==> config.mk <==
export PLATFORM = sky130hd
export DESIGN_NAME = demux_scan
export DESIGN_NICKNAME = d
export VERILOG_FILES = /design/src/rtl/demux_scan_pkg.sv /design/src/rtl/scan_settle_timer.sv /design/src/rtl/demux_scan.sv
export SDC_FILE = /design/constraint.sdc
export NUM_CORES = 1
export LEC_CHECK = 0
export ABC_AREA = 1
export CAP_MARGIN = 20
export CORE_ASPECT_RATIO = 1.4
export CORE_MARGIN = 8
export CORE_UTILIZATION = 45
export DETAILED_ROUTE_END_ITERATION = 8
export PLACE_DENSITY = 0.69
export SETUP_SLACK_MARGIN = 0.4
export SLEW_MARGIN = 20
export SYNTH_ARGS = -nofsm -noshare
export SYNTH_HDL_FRONTEND = slang
export SYNTH_HIERARCHICAL = 1
export SYNTH_SLANG_ARGS = --single-unit
==> constraint.sdc <==
create_clock -name clk -period 1.8 [get_ports clk]
set_input_delay 0.27 -clock clk [delete_from_list [all_inputs] [get_ports clk]]
set_output_delay 0.27 -clock clk [all_outputs]
set_load 0.05 [all_outputs]
Figure 1. Placed standard cells.
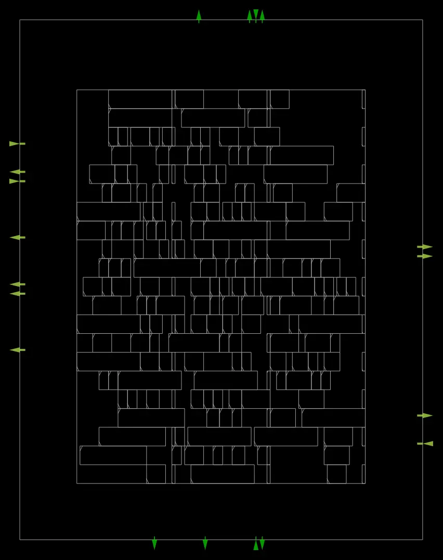
flip-flops: 20
count of standard-cell rows: 21
sequential portion of the cell area: 0.3328
number of fill cells: 221
tap cells: 34

Figure 2. Pin placement.
Drawn at 6 px/µm. Pins as bars across the die edge, other pins in grey.
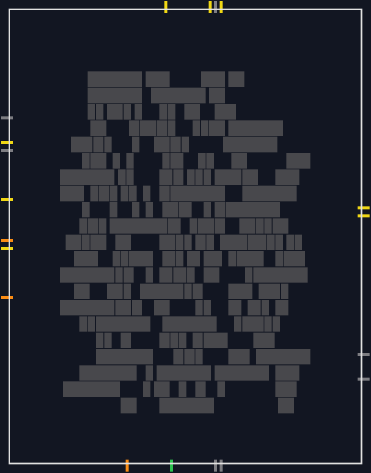
- `o_sel`: orange (pins 3; direction output; edge 2 left, 1 bottom)
- `o_q`: yellow (pins 8; direction output; edge 3 top, 3 left, 2 right)
- `o_ne`: green (pins 1; direction output; edge bottom)
- all pins by edge: 7 left, 4 bottom, 4 top, 4 right
die x size: 58.47 µm
total of buffers placed on input and output ports: 18
Die Ht: 75.45 µm

Figure 3. Port wiring.
Drawn at 4 px/µm.
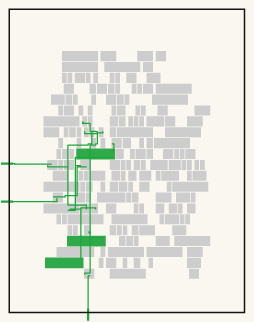
- `o_sel`: green (bits 3; direction output; end cells 3; wire 185 µm)
number of top-level design ports: 19

Figure 4. Wiring by layer.
Drawn at 4 px/µm. Only two layers are drawn.
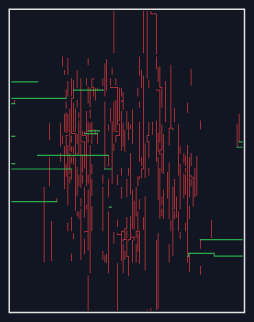
- met3: green (wire length 109 µm)
- met2: red (wire length 1300 µm)
Routed WL: 2.531 mm
Routed WL per cell: 11.88 µm
Global Route Usage Sum: 0.1272
number of vias in the routed layout: 1053

Figure 5. M2 wires.
Drawn at 6 px/µm.
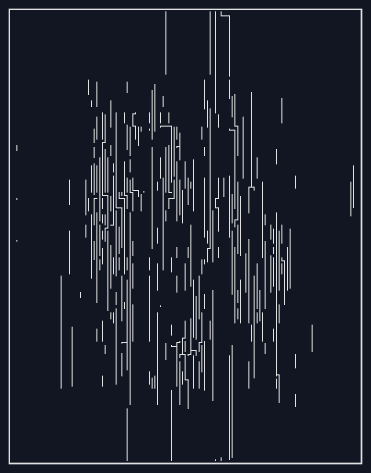
- longest straight run: 32.0 µm
- share of all routed wire: 52%
- wire length on this layer: 1300 µm
met2 track demand over resource: 0.2337

==> Implementation_results.wiki <==
== Flow metrics ==
{| class="wikitable"
! Metric !! Value
|-
| Run status || complete, no violations
|-
| Category of the worst setup path launch point || flop
|-
| Clock buffer count from CTS || 3
|-
| Req. time, crit path || 1.53 ns
|-
| Fraction of layout instances using a drive strength above 1 || 0.2961
|-
| Later-pin clock latency in the skew report || about 0.30 ns
|-
| Most utilized layer in the global route result || met2
|-
| Post-place setup slack || roughly 0.40 ns
|-
| Number of enable-type register cells in the synthesized netlist || 0
|-
| Maximum number of pins on one net before global-route repair || 21
|-
| Final hold viol count || 0
|-
| Maximum single-stage delay on the critical path || 0.45 ns
|-
| Cell type with the highest aggregate area in the netlist || sky130_fd_sc_hd__dfrtp_1
|-
| Initial drt markers || 22
|-
| Seq share, synth || 0.4416
|-
| Setup slack of the most critical reg-to-reg path || ~0.45 ns
|-
| Cell variety after synth || 22
|-
| Final worst setup slack || 0.4532 ns
|-
| Stage-log warning count || 29
|-
| Setup_tns || 0 ns
|-
| Worst IR drop on VDD || 1.085 mV
|-
| Total of hold buffers inserted after clock tree synthesis || 0
|-
| Detailed Routing Iterations Pass 1 || 4
|-
| Global-route wire length before repair || between 4 and 5 mm
|-
| Clk Tree Root Cell || sky130_fd_sc_hd__clkbuf_4
|-
| Flops & latches, synth || 20
|-
| Crit path max fanout || 3
|-
| Most frequent cells after synthesis || 54 x sky130_fd_sc_hd__nand2_1, 19 x sky130_fd_sc_hd__dfrtp_1, 16 x sky130_fd_sc_hd__nand3_1
|-
| Average instance area after synthesis || roughly 7.6 µm²
|-
| Final HPWL DP || between 1.5 and 2 mm
|-
| Post-layout period usage || 0.7482
|-
| Clock skew after layout || approximately 0.008 ns
|-
| ANT cells || 0
|-
| Clk slew on worst S/H paths || about 0.11 ns
|-
| Last weighted congestion value of the routability-driven placer || 0.7653
|-
| Slowest cell on the critical path || sky130_fd_sc_hd__dfrtp_2
|-
| RSZ-0062 raised after global routing || yes
|-
| Arrival time of the worst setup path || 1.08 ns
|-
| Global Route met3 Usage || 0.02872
|-
| Residual overflow from global routing || 0
|-
| Clock tree from TritonCTS || built
|-
| Dominant cell type by count on the critical path || sky130_fd_sc_hd__buf_4
|-
| Core occupancy in the finished layout || 0.6353
|-
| CP endpoint kind || output port
|-
| Count of buffer and inverter cells on the critical path || 2
|-
| Max Clk Rate || between 700 and 800 MHz
|-
| Critical path depth in cells || 2
|-
| Level count of the clock H-tree || 1
|-
| Class of the tightest hold or removal check || input port to async pin
|-
| Most common cell in the synthesized netlist || sky130_fd_sc_hd__nand2_1
|-
| Leak pwr || 0.7661 nW
|-
| Die Area || between 4000 and 5000 µm²
|-
| Clock tree buffer depth || 2
|-
| Antenna violations before repair || 0
|-
| Worst setup path class || flop to output port
|-
| Cell area leaders || sky130_fd_sc_hd__dfrtp_1 42%, sky130_fd_sc_hd__nand2_1 18%, sky130_fd_sc_hd__nand3_1 7.0%
|-
| Path depth of the worst reg2reg path || 9
|-
| Max-cap check violation count || 0
|-
| Max reg flops || 8
|-
| Max-slew violation total from the final report || 0
|-
| Final layout net count || roughly 190
|-
| Gate count after technology mapping || 150
|-
| Post-synthesis instance area || 1136 µm²
|-
| CP Cell Sequence || buf_4, buf_4
|-
| Synth-to-layout area growth || 33.70%
|-
| Post-synthesis async set-or-reset flop share || 1.000
|-
| Core area || 2391 µm²
|-
| Starting density of the core || 0.4751
|-
| Vias/cell || between 4 and 5
|-
| Clock sink count || 20
|-
| Largest delay share family, worst path || flip-flops
|-
| Leading register cell type out of synthesis || sky130_fd_sc_hd__dfrtp_1
|-
| Post-route DRC || 0
|-
| GR Util met1 || 0.1325
|-
| Number of warnings printed during yosys synthesis || 6
|-
| Yosys stat chip area || approximately 1100 µm²
|-
| Top-area cell share || 0.4185
|-
| Minimum period implied by the final worst setup slack || 1.347 ns
|-
| Yosys Instances || about 150
|-
| Number of global-route vias before repair || 1057
|-
| Count of final setup violators || 0
|-
| Min Hold Slack || 0.3007 ns
|-
| P per Cell Area || ~1500 nW/µm²
|-
| PnR Total Power || 2.352 mW
|-
| Remaining antenna violation count after routing || 0
|}
==> placed cells by master, fill, tap and decap left out <==
master                             n
sky130_fd_sc_hd__a21boi_0          8
sky130_fd_sc_hd__buf_4            15
sky130_fd_sc_hd__clkbuf_1          1
sky130_fd_sc_hd__clkbuf_4          3
sky130_fd_sc_hd__clkdlybuf4s15_2   8
sky130_fd_sc_hd__clkdlybuf4s50_1   4
sky130_fd_sc_hd__conb_1            4
sky130_fd_sc_hd__dfrtp_1          16
sky130_fd_sc_hd__dfrtp_2           3
sky130_fd_sc_hd__dfstp_2           1
sky130_fd_sc_hd__ha_1              2
sky130_fd_sc_hd__ha_4              2
sky130_fd_sc_hd__inv_1             9
sky130_fd_sc_hd__inv_2             3
sky130_fd_sc_hd__inv_4             2
sky130_fd_sc_hd__nand2_1          51
sky130_fd_sc_hd__nand2_2           4
sky130_fd_sc_hd__nand2_4           2
sky130_fd_sc_hd__nand2_8           1
sky130_fd_sc_hd__nand3_1          14
sky130_fd_sc_hd__nand3_2           4
sky130_fd_sc_hd__nand3b_1          1
sky130_fd_sc_hd__nand4_1           2
sky130_fd_sc_hd__nor2_1            7
sky130_fd_sc_hd__nor2_2            3
sky130_fd_sc_hd__nor3b_2           1
sky130_fd_sc_hd__o21ai_0           2
sky130_fd_sc_hd__o21ai_1           4
sky130_fd_sc_hd__o21ai_2           1
sky130_fd_sc_hd__xor2_1            1
==> power by group <==
group / switching, mW / internal [mW] / total (mW) / leakage [nW]
logic: 0.880 / 0.492 / 1.37 / 0.497
clock network: 0.133 / 0.0863 / 0.219 / 0.0150
registers: 0.159 / 0.601 / 0.760 / 0.254
==> area by class of cell <==
cell class / instances / area (µm²) / share of cell area
clock buffer: 4 / 26.28 / 0.01730
inverter: 14 / 57.56 / 0.03789
multi-input combinational: 114 / 644.4 / 0.4242
sequential: 20 / 505.5 / 0.3328
tap: 34 / 42.54 / 0.02801
timing repair buffer: 27 / 242.7 / 0.1598
==> worst reg2reg max path, delay by kind of cell (launching register included) <==
kind            cells  cell delay (ns)
compound gates      1             0.09
simple gates        4             0.30
fa+ha+maj           2             0.32
flops               1             0.45
buf+inv             2             0.12
==> stage by stage <==
stage | cell area, µm² | std cells
after floorplan | 1205 | 152
after detailed placement | 1415 | 203
after global placement | 1415 | 203
after global routing | 1519 | 213
final | 1519 | 213
after CTS | 1459 | 208
==> routing by layer <==
| metal | vias to the layer above | routed length [µm] |
|---|---|---|
| met5 | - | 0 |
| met4 | 0 | 27 |
| met3 | 4 | 108 |
| met2 | 19 | 1304 |
| met1 | 496 | 1091 |
| li1 | 534 | - |
==> what timing repair did <==
item | in CTS | in global routing
setup endpoints to repair | 11 | 6
resized | 24 | 5
setup buffers | 1 | 5
pin swaps | 0 | 2
==> kinds of logic after synthesis <==
group | Yosys count | share of synthesized area
AND/OR/NAND/NOR | 90 | 0.3524
XOR/XNOR | 1 | 0.007711
buffers and inverters | 18 | 0.06388
flip-flops | 20 | 0.4416
AND-OR/OR-AND | 15 | 0.08370
other | 2 | 0.006610
adder cells (fa/ha/maj) | 4 | 0.04405
No activity file was given, so power comes from the tool's default toggle rates.
